`src/rtl/sprite_move_ctrl.sv`:
```
// Sprite motion sequencer: draw -> wait N frames -> erase -> move -> redraw, driving the box counter.
// Optional macro SPRITE_WRAP_EN: origin wraps at the screen edges instead of clamping.
module sprite_move_ctrl #(
    parameter logic [8:0] X_START         = 9'd0,
    parameter logic [7:0] Y_START         = 8'd0,
    parameter logic [8:0] X_MAX_POS       = 9'd312,
    parameter logic [7:0] Y_MAX_POS       = 8'd232,
    parameter int         FRAMES_PER_STEP = 4,
    parameter logic [2:0] FG_COLOUR       = 3'b111,
    parameter logic [2:0] BG_COLOUR       = 3'b000
) (
    input  logic       clock,
    input  logic       resetn,
    input  logic       go,
    input  logic       frame_tick,
    input  logic       dir_left,
    input  logic       dir_right,
    input  logic       dir_up,
    input  logic       dir_down,
    input  logic       cnt_done,
    output logic       cnt_enable,
    output logic [8:0] x_org,
    output logic [7:0] y_org,
    output logic [2:0] colour,
    output logic       plot,
    output logic       busy
);

    localparam int FW = (FRAMES_PER_STEP > 1) ? $clog2(FRAMES_PER_STEP) : 1;
    localparam logic [FW-1:0] FRAME_LAST = FW'(FRAMES_PER_STEP - 1);

    typedef enum logic [2:0] {IDLE, DRAW, WAIT, ERASE, UPDATE} state_t;

    state_t            state;
    logic [FW-1:0]     frame_cnt;
    logic              armed;
    logic signed [9:0] x_sum;
    logic signed [8:0] y_sum;
    logic [8:0]        x_next;
    logic [7:0]        y_next;

    // Next origin from the direction inputs; only consumed in UPDATE.
    always_comb begin
        x_sum = $signed({1'b0, x_org});
        if (dir_right && !dir_left)
            x_sum = x_sum + 10'sd1;
        else if (dir_left && !dir_right)
            x_sum = x_sum - 10'sd1;

        y_sum = $signed({1'b0, y_org});
        if (dir_down && !dir_up)
            y_sum = y_sum + 9'sd1;
        else if (dir_up && !dir_down)
            y_sum = y_sum - 9'sd1;

`ifdef SPRITE_WRAP_EN
        if (x_sum < 10'sd0)
            x_next = X_MAX_POS;
        else if (x_sum > $signed({1'b0, X_MAX_POS}))
            x_next = 9'd0;
        else
            x_next = x_sum[8:0];

        if (y_sum < 9'sd0)
            y_next = Y_MAX_POS;
        else if (y_sum > $signed({1'b0, Y_MAX_POS}))
            y_next = 8'd0;
        else
            y_next = y_sum[7:0];
`else
        if (x_sum < 10'sd0)
            x_next = 9'd0;
        else if (x_sum > $signed({1'b0, X_MAX_POS}))
            x_next = X_MAX_POS;
        else
            x_next = x_sum[8:0];

        if (y_sum < 9'sd0)
            y_next = 8'd0;
        else if (y_sum > $signed({1'b0, Y_MAX_POS}))
            y_next = Y_MAX_POS;
        else
            y_next = y_sum[7:0];
`endif
    end

    // armed blocks the counter's stale done during the first enabled cycle of a box.
    always_ff @(posedge clock or negedge resetn) begin
        if (!resetn) begin
            state      <= IDLE;
            x_org      <= X_START;
            y_org      <= Y_START;
            frame_cnt  <= '0;
            armed      <= 1'b0;
            cnt_enable <= 1'b0;
            plot       <= 1'b0;
            colour     <= BG_COLOUR;
            busy       <= 1'b0;
        end else begin
            case (state)
                IDLE: begin
                    if (go) begin
                        state      <= DRAW;
                        cnt_enable <= 1'b1;
                        plot       <= 1'b1;
                        colour     <= FG_COLOUR;
                        busy       <= 1'b1;
                        armed      <= 1'b0;
                    end
                end
                DRAW: begin
                    armed <= 1'b1;
                    if (armed && cnt_done) begin
                        state      <= WAIT;
                        cnt_enable <= 1'b0;
                        plot       <= 1'b0;
                    end
                end
                WAIT: begin
                    if (frame_tick) begin
                        if (frame_cnt == FRAME_LAST) begin
                            frame_cnt <= '0;
                            if (go) begin
                                state      <= ERASE;
                                cnt_enable <= 1'b1;
                                plot       <= 1'b1;
                                colour     <= BG_COLOUR;
                                armed      <= 1'b0;
                            end else begin
                                state <= IDLE;
                                busy  <= 1'b0;
                            end
                        end else begin
                            frame_cnt <= frame_cnt + FW'(1);
                        end
                    end
                end
                ERASE: begin
                    armed <= 1'b1;
                    if (armed && cnt_done) begin
                        state      <= UPDATE;
                        cnt_enable <= 1'b0;
                        plot       <= 1'b0;
                    end
                end
                UPDATE: begin
                    x_org      <= x_next;
                    y_org      <= y_next;
                    state      <= DRAW;
                    cnt_enable <= 1'b1;
                    plot       <= 1'b1;
                    colour     <= FG_COLOUR;
                    armed      <= 1'b0;
                end
                default: begin
                    state      <= IDLE;
                    cnt_enable <= 1'b0;
                    plot       <= 1'b0;
                    busy       <= 1'b0;
                end
            endcase
        end
    end

endmodule

```
`config.mk`:
```
export PLATFORM = sky130hd
export DESIGN_NAME = sprite_move_ctrl
export DESIGN_NICKNAME = d
export VERILOG_FILES = /design/src/rtl/sprite_move_ctrl.sv
export SDC_FILE = /design/constraint.sdc
export NUM_CORES = 1
export LEC_CHECK = 0
export ABC_AREA = 0
export CORE_UTILIZATION = 49
export DETAILED_ROUTE_END_ITERATION = 7
export HOLD_SLACK_MARGIN = 0.08
export PLACE_DENSITY = 0.83
export SETUP_SLACK_MARGIN = 0.2
export SLEW_MARGIN = 20
export SYNTH_ARGS = -nofsm -noshare
export SYNTH_HDL_FRONTEND = slang
export SYNTH_SLANG_ARGS = --single-unit
```
`constraint.sdc`:
```
create_clock -name clock -period 2.2 [get_ports clock]
set_input_delay 0.22 -clock clock [delete_from_list [all_inputs] [get_ports clock]]
set_output_delay 0.22 -clock clock [all_outputs]
set_load 0.01 [all_outputs]
```
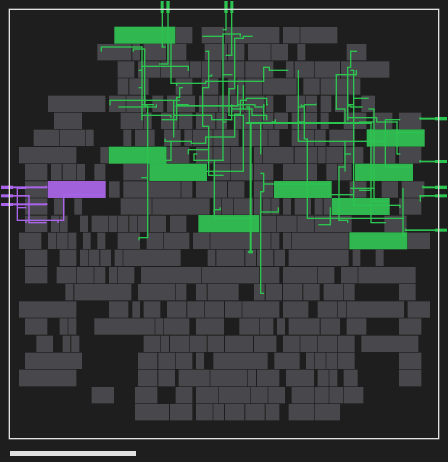
io_fan.png
The bar under the picture is 20 um long.
| colour | port | bits | direction | end cells | buffers | wire |
|---|---|---|---|---|---|---|
| green | `x_org` | 9 | output | 9 | 15 | 679 um |
| purple | `colour` | 3 | output | 1 | 3 | 46.9 um |
IO Count: 32
Port-buffer cells: 31

==> flow_summary.ini <==
; implementation run metrics
[placed_design]
gp_congestion = 0.895
dp_hpwl_mm = 3.80

[job]
timing.max_cap.violations = 0

[timing]
worst_hold_slack_ns = 0.319
finClkSkew_ns = 0.00135
period_minus_slack_ns = 2.19
relSlewSlack_pct = 61.9
final.setup.tns_ns = 0
maxSlewViolCount = 0
worstMarginPinSlew_ns = 0.567
report.final.hold_viol_count = 0
setup_ws_ns = 0.00609

[pwr]
power.switching_uw = 1340
switching_share_pct = 42.5
total_power_uw = 3140
p_leak_uw = 0.00124
p_int_uw = 1810
p_comb_share_pct = 62.7
pg_clk_uw = 281
powerDensity_nw_per_um2 = 1070
worst_ir_drop_vdd_mv = 0.839

[cts]
cts_tree = done
post_cts_buffers = 4
clkSlewWorstSetupHoldPaths_ns = 0.09
cts.path.max_buffers = 2
cts_root_buffer = clkbuf_8
cts.sinks = 27

[worst_setup_path]
crit_arrival_ns = 2.39
r2r_slack_ns = 0.006
cp_max_fo = 7
r2r-start = y_org[0]$_DFFE_PN0N_
end_kind = register

[synthesis]
top_cell = dfrtp_1
top_cells_by_area = dfrtp_1 (32%), nand2_1 (4.4%), a21oi_1 (4.2%), nor2_1 (4.2%), xnor2_1 (3.7%)
synthAoiAreaFrac_pct = 22.6
yosysTopAreaCell = dfrtp_1
synth.distinct_cells = 72
synthArstFlopShare_pct = 100
flop_cell = dfrtp_1

[final_layout]
final_area_um2 = 2940
largest_reg_flops = 9
biggestCellCategory = combinational gates
sh_seq_area_pct = 23.2
insertedDiodeCount = 0
regMostFlops = x_org
n_all_inverters = 7
flop-count = 27
reg.largest.list = x_org x9, y_org x8, state x3
bufAreaShareNonClock_pct = 22.1
nClkBuffers = 4
nNonClkBuffers = 75

[detailed_routing]
drt_pass1_iterations = 4
wl_met1_mm = 2.47
antenna_left = 0
wl_per_cell_um = 17.0

[global_route]
groute.usage.overall_pct = 25.3
grt_pass1_vias = 1951
antenna_found_initial = 0
use_met3_pct = 4.67

[floorplanning]
num_rows = 23
fp.dieH_um = 67.9
coreArea_um2 = 4090

[outcome]
status = finished clean
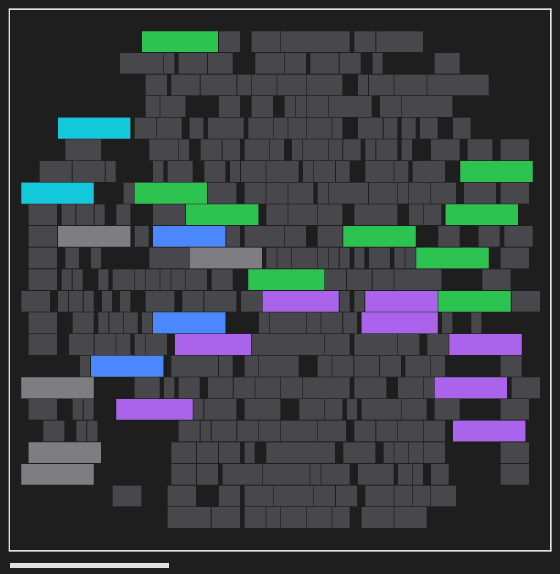
flops_by_reg.png
The bar under the picture is 20 um long. Other sequential cells in the stronger grey, the rest of the logic in the fainter grey.
| colour | netlist name | placed flops |
|---|---|---|
| cyan | `frame_cnt` | 2 |
| blue | `state` | 3 |
| purple | `y_org` | 8 |
| green | `x_org` | 9 |
not coloured: 5
flip-flop and latch power: 890 uW
utilization after layout: 72.0%

cell usage in the layout, fill, tap and decap left out, drive strengths merged, types with 3 or more instances in the layout:
cell / count
buf: 44
clkdlybuf4s50: 30
dfrtp: 27
nand2: 26
nor2: 24
a21oi: 21
o21ai: 14
xnor2: 9
inv: 7
nand3: 6
nor3: 5
ha: 5
xor2: 4
and3: 4
mux2: 4
clkbuf: 4
and4b: 4
a22o: 3
a32o: 3
a211oi: 3
nand3b: 3
and4: 3
nor3b: 3
or2: 3
critical path, cell delays in order, from the launching register on:
cell and delay [ns]:
dfrtp_2 0.45, buf_6 0.15, ha_2 0.18, buf_4 0.15
a22oi_2 0.23, xnor2_2 0.12, a21oi_2 0.12, and4b_4 0.23
or4_4 0.42, o221ai_2 0.07
Power is estimated from default activity; no workload was simulated.
